**src/rtl/note_pkg.sv**
```systemverilog
`default_nettype none
// ============================================================================
// Module      : note_pkg
// Description : Shared lane/column sizes, lane colours and hit-window helper
//               for the note-lane scroller.
// Revision    : 1.0 - initial release
// ============================================================================
package note_pkg;

    localparam int NUM_LANES   = 7;
    localparam int NUM_COLS    = 64;
    localparam int DEF_HIT_COL = 6;
    localparam int DEF_HIT_WIN = 2;

    localparam logic [2:0] LANE_COLOR [0:NUM_LANES-1] = '{
        3'b100, 3'b010, 3'b001, 3'b110, 3'b011, 3'b101, 3'b111
    };

    function automatic logic [NUM_COLS-1:0] windowMask(input int col, input int win);
        logic [NUM_COLS-1:0] m;
        m = '0;
        for (int i = 0; i < NUM_COLS; i++) begin
            if ((i >= col - win) && (i <= col + win)) m[i] = 1'b1;
        end
        return m;
    endfunction

endpackage
`default_nettype wire

```
**src/rtl/note_lane.sv**
```systemverilog
`default_nettype none
// ============================================================================
// Module      : note_lane
// Description : One note lane: occupancy register, hit-window search,
//               scroll/spawn update and registered hit/miss pulses.
//               Optional: NOTE_GHOST_PENALTY_EN (press on empty window = miss).
// Revision    : 1.0 - initial release
// ============================================================================
module note_lane
    import note_pkg::*;
#(
    parameter int HIT_COL = DEF_HIT_COL,
    parameter int HIT_WIN = DEF_HIT_WIN
) (
    input  logic                clk,
    input  logic                rst,
    input  logic                enable,
    input  logic                clr,
    input  logic                tick,
    input  logic                press,
    input  logic                spawn,
    output logic [NUM_COLS-1:0] occ,
    output logic                hitNext,
    output logic                hitPulse,
    output logic                missPulse
);

    localparam logic [NUM_COLS-1:0] C_WIN = windowMask(HIT_COL, HIT_WIN);

    logic [NUM_COLS-1:0] r_occ;
    logic                r_hit;
    logic                r_miss;
    logic [NUM_COLS-1:0] w_cand;
    logic [NUM_COLS-1:0] w_hitClear;
    logic [NUM_COLS-1:0] w_a;
    logic [NUM_COLS-1:0] w_next;
    logic                w_missNext;

    always_comb begin
        w_cand     = r_occ & C_WIN;
        // Isolating the lowest set bit picks the note closest to column 0.
        w_hitClear = press ? (w_cand & (~w_cand + NUM_COLS'(1))) : '0;
        w_a        = r_occ & ~w_hitClear;
        w_next     = tick ? (w_a >> 1) : w_a;
        if (spawn) w_next[NUM_COLS-1] = 1'b1;
        hitNext    = |w_hitClear;
`ifdef NOTE_GHOST_PENALTY_EN
        w_missNext = (tick && w_a[0]) || (press && !(|w_cand));
`else
        w_missNext = tick && w_a[0];
`endif
    end

    always_ff @(posedge clk) begin
        if (rst || clr) begin
            r_occ  <= '0;
            r_hit  <= 1'b0;
            r_miss <= 1'b0;
        end else if (!enable) begin
            r_hit  <= 1'b0;
            r_miss <= 1'b0;
        end else begin
            r_occ  <= w_next;
            r_hit  <= hitNext;
            r_miss <= w_missNext;
        end
    end

    assign occ       = r_occ;
    assign hitPulse  = r_hit;
    assign missPulse = r_miss;

endmodule
`default_nettype wire

```
**src/rtl/note_lane_scroller.sv**
```systemverilog
`default_nettype none
// ============================================================================
// Module      : note_lane_scroller
// Description : Seven scrolling note lanes with hit judgement, saturating hit
//               counter and RGB lane bitmaps for the LED matrix.
//               Optional: NOTE_GHOST_PENALTY_EN (handled in note_lane).
// Revision    : 1.0 - initial release
// ============================================================================
module note_lane_scroller
    import note_pkg::*;
#(
    parameter int SCROLL_DIV = 500000,
    parameter int HIT_COL    = DEF_HIT_COL,
    parameter int HIT_WIN    = DEF_HIT_WIN,
    parameter int CNT_MAX    = 9999
) (
    input  logic                  clk,
    input  logic                  rst,
    input  logic                  enable,
    input  logic                  clr,
    input  logic                  spawn_valid,
    input  logic [2:0]            spawn_lane,
    output logic                  spawn_ready,
    input  logic [NUM_LANES-1:0]  btn,
    output logic [NUM_LANES-1:0]  hit_mask,
    output logic [NUM_LANES-1:0]  miss_mask,
    output logic [13:0]           hit_count,
    output logic [3*NUM_COLS-1:0] notesMap0,
    output logic [3*NUM_COLS-1:0] notesMap1,
    output logic [3*NUM_COLS-1:0] notesMap2,
    output logic [3*NUM_COLS-1:0] notesMap3,
    output logic [3*NUM_COLS-1:0] notesMap4,
    output logic [3*NUM_COLS-1:0] notesMap5,
    output logic [3*NUM_COLS-1:0] notesMap6
);

    localparam int C_PW = (SCROLL_DIV > 2) ? $clog2(SCROLL_DIV) : 1;

    logic [C_PW-1:0]       r_presc;
    logic [NUM_LANES-1:0]  r_btnD;
    logic [13:0]           r_hitCount;
    logic                  w_tick;
    logic [NUM_LANES-1:0]  w_press;
    logic [NUM_LANES-1:0]  w_hitNext;
    logic [NUM_LANES:0]    w_top;
    logic                  w_spawnAcc;
    logic [2:0]            w_pop;
    logic [14:0]           w_sum;
    logic [NUM_COLS-1:0]   w_occ [NUM_LANES];
    logic [3*NUM_COLS-1:0] w_map [NUM_LANES];

    assign w_tick  = enable && (r_presc == C_PW'(SCROLL_DIV - 1));
    assign w_press = btn & ~r_btnD & {NUM_LANES{enable}};

    // Bit NUM_LANES stands in for the invalid lane 7 so it always reads full.
    assign w_top[NUM_LANES] = 1'b1;
    assign spawn_ready = enable && !clr && (spawn_lane < 3'(NUM_LANES))
                         && (w_tick || !w_top[spawn_lane]);
    assign w_spawnAcc  = spawn_valid && spawn_ready;

    for (genvar gl = 0; gl < NUM_LANES; gl++) begin : g_lane
        note_lane #(
            .HIT_COL (HIT_COL),
            .HIT_WIN (HIT_WIN)
        ) u_lane (
            .clk       (clk),
            .rst       (rst),
            .enable    (enable),
            .clr       (clr),
            .tick      (w_tick),
            .press     (w_press[gl]),
            .spawn     (w_spawnAcc && (spawn_lane == 3'(gl))),
            .occ       (w_occ[gl]),
            .hitNext   (w_hitNext[gl]),
            .hitPulse  (hit_mask[gl]),
            .missPulse (miss_mask[gl])
        );

        assign w_top[gl] = w_occ[gl][NUM_COLS-1];

        for (genvar gc = 0; gc < NUM_COLS; gc++) begin : g_col
            assign w_map[gl][3*gc +: 3] = w_occ[gl][gc] ? LANE_COLOR[gl] : 3'b000;
        end
    end

    always_comb begin
        w_pop = '0;
        for (int i = 0; i < NUM_LANES; i++) w_pop = w_pop + 3'(w_hitNext[i]);
        w_sum = {1'b0, r_hitCount} + 15'(w_pop);
    end

    always_ff @(posedge clk) begin
        if (rst || clr) begin
            r_presc <= '0;
        end else if (enable) begin
            r_presc <= w_tick ? '0 : r_presc + C_PW'(1);
        end
    end

    always_ff @(posedge clk) begin
        if (rst) r_btnD <= '0;
        else     r_btnD <= btn;
    end

    always_ff @(posedge clk) begin
        if (rst || clr)                  r_hitCount <= '0;
        else if (w_sum > 15'(CNT_MAX))   r_hitCount <= 14'(CNT_MAX);
        else                             r_hitCount <= w_sum[13:0];
    end

    assign hit_count = r_hitCount;
    assign notesMap0 = w_map[0];
    assign notesMap1 = w_map[1];
    assign notesMap2 = w_map[2];
    assign notesMap3 = w_map[3];
    assign notesMap4 = w_map[4];
    assign notesMap5 = w_map[5];
    assign notesMap6 = w_map[6];

endmodule
`default_nettype wire

```
**config.mk**
```make
export PLATFORM = sky130hd
export DESIGN_NAME = note_lane_scroller
export DESIGN_NICKNAME = d
export VERILOG_FILES = /design/src/rtl/note_pkg.sv /design/src/rtl/note_lane.sv /design/src/rtl/note_lane_scroller.sv
export SDC_FILE = /design/constraint.sdc
export NUM_CORES = 1
export LEC_CHECK = 0
export CORE_AREA = 2 2 543 545
export CTS_CLUSTER_DIAMETER = 80
export CTS_CLUSTER_SIZE = 40
export DETAILED_ROUTE_END_ITERATION = 16
export DIE_AREA = 0 0 545 547
export GPL_TIMING_DRIVEN = 0
export PLACE_DENSITY_LB_ADDON = 0.08
export RECOVER_POWER = 25
export SYNTH_ARGS = -nofsm -noshare
export SYNTH_HDL_FRONTEND = slang
export SYNTH_SLANG_ARGS = --single-unit
```
**constraint.sdc**
```tcl
create_clock -name clk -period 7.01 [get_ports clk]
set_clock_uncertainty 0.15 [all_clocks]
set_input_delay 1.402 -clock clk [delete_from_list [all_inputs] [get_ports clk]]
set_output_delay 1.402 -clock clk [all_outputs]
set_load 0.005 [all_outputs]
```
Fig. 1: run 1, metal 2
Drawn at 1 px/um.
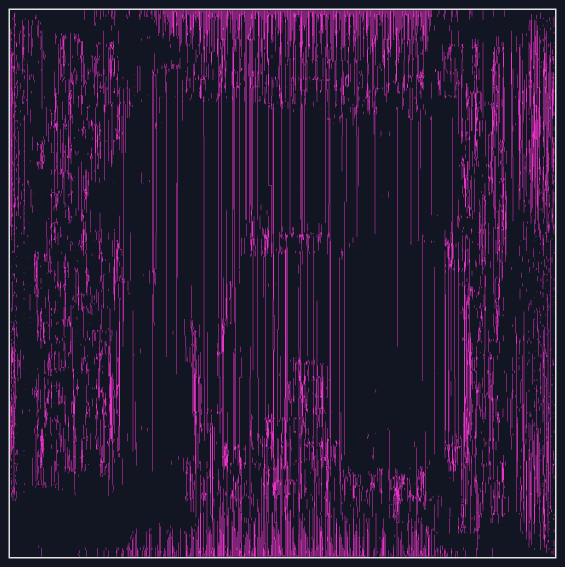
longest straight run: 320 um
nets with wire on the layer: 3625
share of all routed wire: 50%
final WL: 152000 um
grt met2 use: 17.3%
via count: 23.6k

Fig. 2: run 1, supply network
Pins as bars on the die edge.
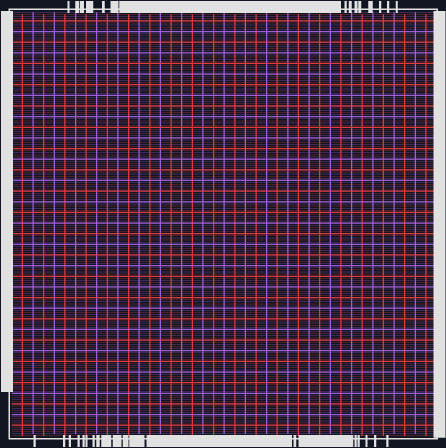
| colour | net |
|---|---|
| purple | VDD |
| red | VSS |
signal pins: 1388
met4 straps: 39
rows: 199
met1 rails: 200
met5 straps: 39

Fig. 3: run 1, the clock network
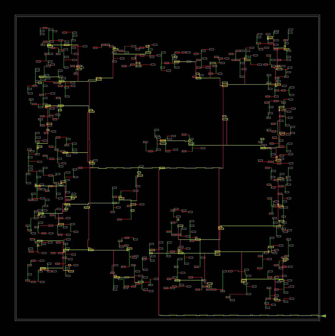
Latency at later pin: 0.69 ns
Flops: 502
clk_buf instances: 82

## run 1: worst min-delay path by stage
stage / from / endpoint / slack [ns] / depth (start not counted)
floorplan: g_lane[0].u_lane.occ[0] / g_lane[0].u_lane.occ[0] / 0.31 / 2
global placement: g_lane[2].u_lane.occ[25] / g_lane[2].u_lane.occ[25] / 0.31 / 2
detailed placement: g_lane[2].u_lane.occ[45] / g_lane[2].u_lane.occ[45] / 0.31 / 2
CTS: g_lane[2].u_lane.occ[39] / g_lane[2].u_lane.occ[38] / 0.29 / 2
global route: g_lane[2].u_lane.occ[39] / g_lane[2].u_lane.occ[38] / 0.30 / 2
finish: g_lane[2].u_lane.occ[39] / g_lane[2].u_lane.occ[38] / 0.29 / 2
==> Changelog: implementation, run 1 <==
### Implementation results

- Non-Clock Buffer Count: 1880
- Largest net degree at the start of global routing: 21
- Initial antenna violation count: 22
- Synth warn: 0
- CP Launch Type: input port
- Power share of the clock group: 53.2%
- Setup_tns: 0 ns
- Synth cell types: 60
- Synth area leader: dfxtp_1
- Register share after synthesis: 39.8%
- Outcome: finished, violations left
- Worst path depth: 15
- Worst Setup EP: hit_count[0]
- Top pwr grp: the clock network
- DRT iter0 DRCs: approximately 1.0k
- Met1 usage: between 10% and 20%
- Top routing layer used: met4
- Fin crit share: 92.0%
- # Cells Yosys: approximately 3.2k
- Switching share of power: 27.4%
- Top logic family: buffers and inverters
- # rows: 199
- Slew Viols, Final: 9
- Met2 WL post-DR: ~76000 um
- Gate power share: 6.3%
- Final core utilization: ~15%
- Die area: 0.298 mm^2
- Hold WS: 0.289 ns
- Max_cap viols: 1
- Relative slew margins: -56.1%
- Post-DP HPWL: 124000 um
- Cell mode on critical path: fa_1
- M3 GR Usage: between 3 and 4%
- Failing checks: max-capacitance violations, max-slew violations
- Synth mux share: 0.401%
- Basic Gates by Area: around 17%
Fig. 4: run 1, cell area per tile
27 x 27 tiles, from black (low) to pale yellow (high), 0 to 100% covered.
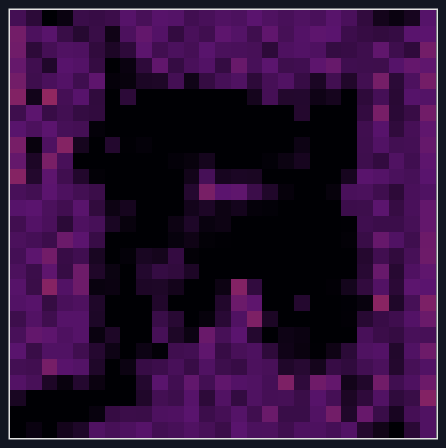

==> run 2: changes to the inputs <==
--- a/config.mk
+++ b/config.mk
@@ -6,12 +6,13 @@
 export NUM_CORES = 1
 export LEC_CHECK = 0
-export CORE_AREA = 2 2 543 545
+export CORE_AREA = 2 2 545 547
 export CTS_CLUSTER_DIAMETER = 80
 export CTS_CLUSTER_SIZE = 40
 export DETAILED_ROUTE_END_ITERATION = 16
-export DIE_AREA = 0 0 545 547
+export DIE_AREA = 0 0 547 549
 export GPL_TIMING_DRIVEN = 0
 export PLACE_DENSITY_LB_ADDON = 0.08
 export RECOVER_POWER = 25
+export SKIP_CTS_REPAIR_TIMING = 1
 export SYNTH_ARGS = -nofsm -noshare
 export SYNTH_HDL_FRONTEND = slang
==> constraint.sdc (replaced) <==
create_clock -name clk -period 7.01 [get_ports clk]
set_clock_uncertainty 0.15 [all_clocks]
set_input_delay 1.0515 -clock clk [delete_from_list [all_inputs] [get_ports clk]]
set_output_delay 1.0515 -clock clk [all_outputs]
set_load 0.005 [all_outputs]
Fig. 5: run 2, cell area per tile
27 x 27 tiles, from black (low) to pale yellow (high), 0 to 100% covered.
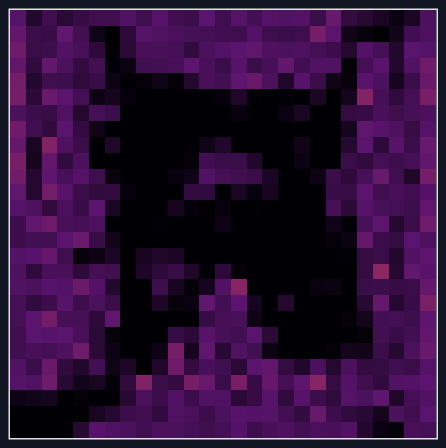
emptiest ninth of the die: centre
fullest tile: 38%
mean over tiles: 13%
FP Util: 8.56%
Core Area: 0.295 mm^2
final core utilization: 14.7%

==> run 2 against run 1 <==
  * Hold slack improved by 0.017 ns
  * Core utilization about the same
  * Highest routed layer unchanged
  * Critical path depth unchanged
  * Routed wire length increased by 2.5%
  * Largest power group unchanged
  * Combinational power increased by 2%
  * Cell area increased by 1.1%
  * Setup slack got worse by 0.20 ns
  * Register-to-register slack got worse by 0.14 ns
  * Die size increased by 0.73%
  * The flow now finishes without violations
  * First-iteration DRC count decreased by 8.5%
  * Sequential share of layout area decreased by 0.25 points
==> Changelog: implementation, run 2 <==
### Implementation results

- Max-area cell class: non-clock buffers
- Max_cap viols: 0 (-1)
- Crit path capture type: flop
- M3 GR Usage: 4.13% (+0.59 points)
- Worst hold endpoint: g_lane[0].u_lane.occ[59]
- Cell mode on critical path: fa_1
- Hold WS: 0.306 ns (+0.0174 ns)
- Drt via density: 2.74
- Routability cong.: about 0.69
- Fmax: ~150 MHz
- ClkCell Share: 6.17%
- Worst path buffer plus inverter count: 2
- Worst-case clock buffer depth: 3
- Diode count: 17
- CTS tree: yes
- Commonest cells in the synthesized netlist: buf_4 (920), nand2_1 (836), dfxtp_1 (502)
- Hold Path Stages: 2 (unchanged)
- Leakage power: 17.8 nW
- Worst Hold Class: reg -> reg
- Commonest cells after routing, fill and taps aside: buf_4 (921), nand2_1 (836), conb_1 (576)
- Synthesized area per cell: between 7 and 8 um^2
- Slew @ Worst Pin: approximately 1.3 ns
- Multi-input gates: 2182
- Nets: 4680
- Register area: between 0.01 and 0.015 mm^2
- CP Launch Type: input port
- PwrDens: 173 mW/mm^2
- First-pass GRT wire length: ~200000 um
- Final WL: 156000 um (+2.5%)
- Slowest cell on crit path: nor2_1
- Tool warnings: 27
- Met3 WL: between 15000 and 20000 um
- Clock transition at the registers of the reported paths: 0.07 ns
- Fillers: roughly 34k
- Critical path, cell by cell: clkbuf_1 > nand3b_1 > nor2_1 > fa_1 > fa_1 > fa_1 > ha_1 > fa_1 > a211o_1 > and2_1 > clkbuf_1 > nor4b_1 > nor3_1 > nor4b_4 > o31a_1
- Worst endpoint required time: 7.49 ns
- Commonest flop: dfxtp_1
- # Cells Yosys: 3184 (unchanged)
- Synth warn: 0 (unchanged)
- Gr busiest metal: met2
- Worst path depth: 15 (unchanged)
- R2R Setup Slk: 1.07 ns
- Worst Path Max Fanout: 8
- Cell count after synthesis: about 3.2k
- Non-Clock Buffer Count: 1885 (+0.27%)
- Post-DP HPWL: 127000 um (+2.3%)
- Tapcell count: 3939
- Largest net degree at the start of global routing: 16 (-24%)
- Remaining DRCs: 0
- Via count: 23.8k (+0.51%)
- Relative slew margins: 11.9% (+68 points)
- Inverters: 7
- Latency at later pin: 0.69 ns (about the same)
- Hold Startpoint: g_lane[0].u_lane.occ[60]
- Vias in the first global route: 22.4k
- # rows: 200 (+0.50%)
- Worst slack at placement: -0.819 ns
- WL met1: a little over 60000 um
- Final setup vio count: 0
- Reg2reg start: r_btnD[2]
- Slew Viols, Final: 0 (-9)
- Grt met2 use: 17.1% (-0.21 points)
- Ys async rst share: 0%
- Port Buffers: 810
- Met2 WL post-DR: 76000 um (+0.60%)
- Final hold viol count: 0
- Fin crit share: 94.9% (+2.9 points)
- All-Layer GR Usage: 9.85%
- Outcome: completed
- Setup_tns: 0 ns (unchanged)
- Clk_buf instances: 86 (+4.9%)
- DRT iter0 DRCs: 958 (-8.5%)
- WL per Instance: 17.9 um
- Met1 usage: 11.1% (+0.18 points)
- I/O pins: 1388
- CP delay by family, top: simple AND/OR/NAND/NOR gates
- Die area: 0.300 mm^2 (+0.73%)
- Congestion Overflow GR: 0
- Synth area leader: dfxtp_1
- FF-to-FF path depth: 14
- Register share after synthesis: 39.8% (unchanged)
- CTS H-tree depth: 3
- Synth cell types: 60 (unchanged)
- Tot Pwr: 7.51 mW
- RSZ-0062 raised after global routing: false
- Initial antenna violation count: 21 (-4.5%)
- Flops: 502 (unchanged)
- Top routing layer used: met4
- Worst Setup EP: hit_count[1]
run 2: worst min-delay path: stages (launching register included):
cell	delay [ns]
dfxtp_1	0.32
nand2_1	0.06
a21oi_1	0.05
run 2: logic make-up (layout without fill, tap and decap cells):
kind of cell	count (synthesis)	after routing	synth area share (%)
AND-OR/OR-AND	529	529	11.3
XOR/XNOR	26	26	0.901
adder cells (fa/ha/maj)	12	12	0.713
buffers and inverters	1075	2032	30.1
flip-flops	502	502	39.8
multiplexers	8	8	0.401
other	1	593	0.0148
AND/OR/NAND/NOR	1031	1031	16.8
run 2: where the power goes:
| group | leakage, nW | internal (mW) | switching (mW) |
|---|---|---|---|
| Clock | 1.31 | 2.40 | 1.81 |
| Combinational | 12.5 | 0.229 | 0.220 |
| Sequential | 4.04 | 2.85 | 0.00102 |
| Total | 17.8 | 5.48 | 2.03 |
No activity file was given, so power comes from the tool's default toggle rates.
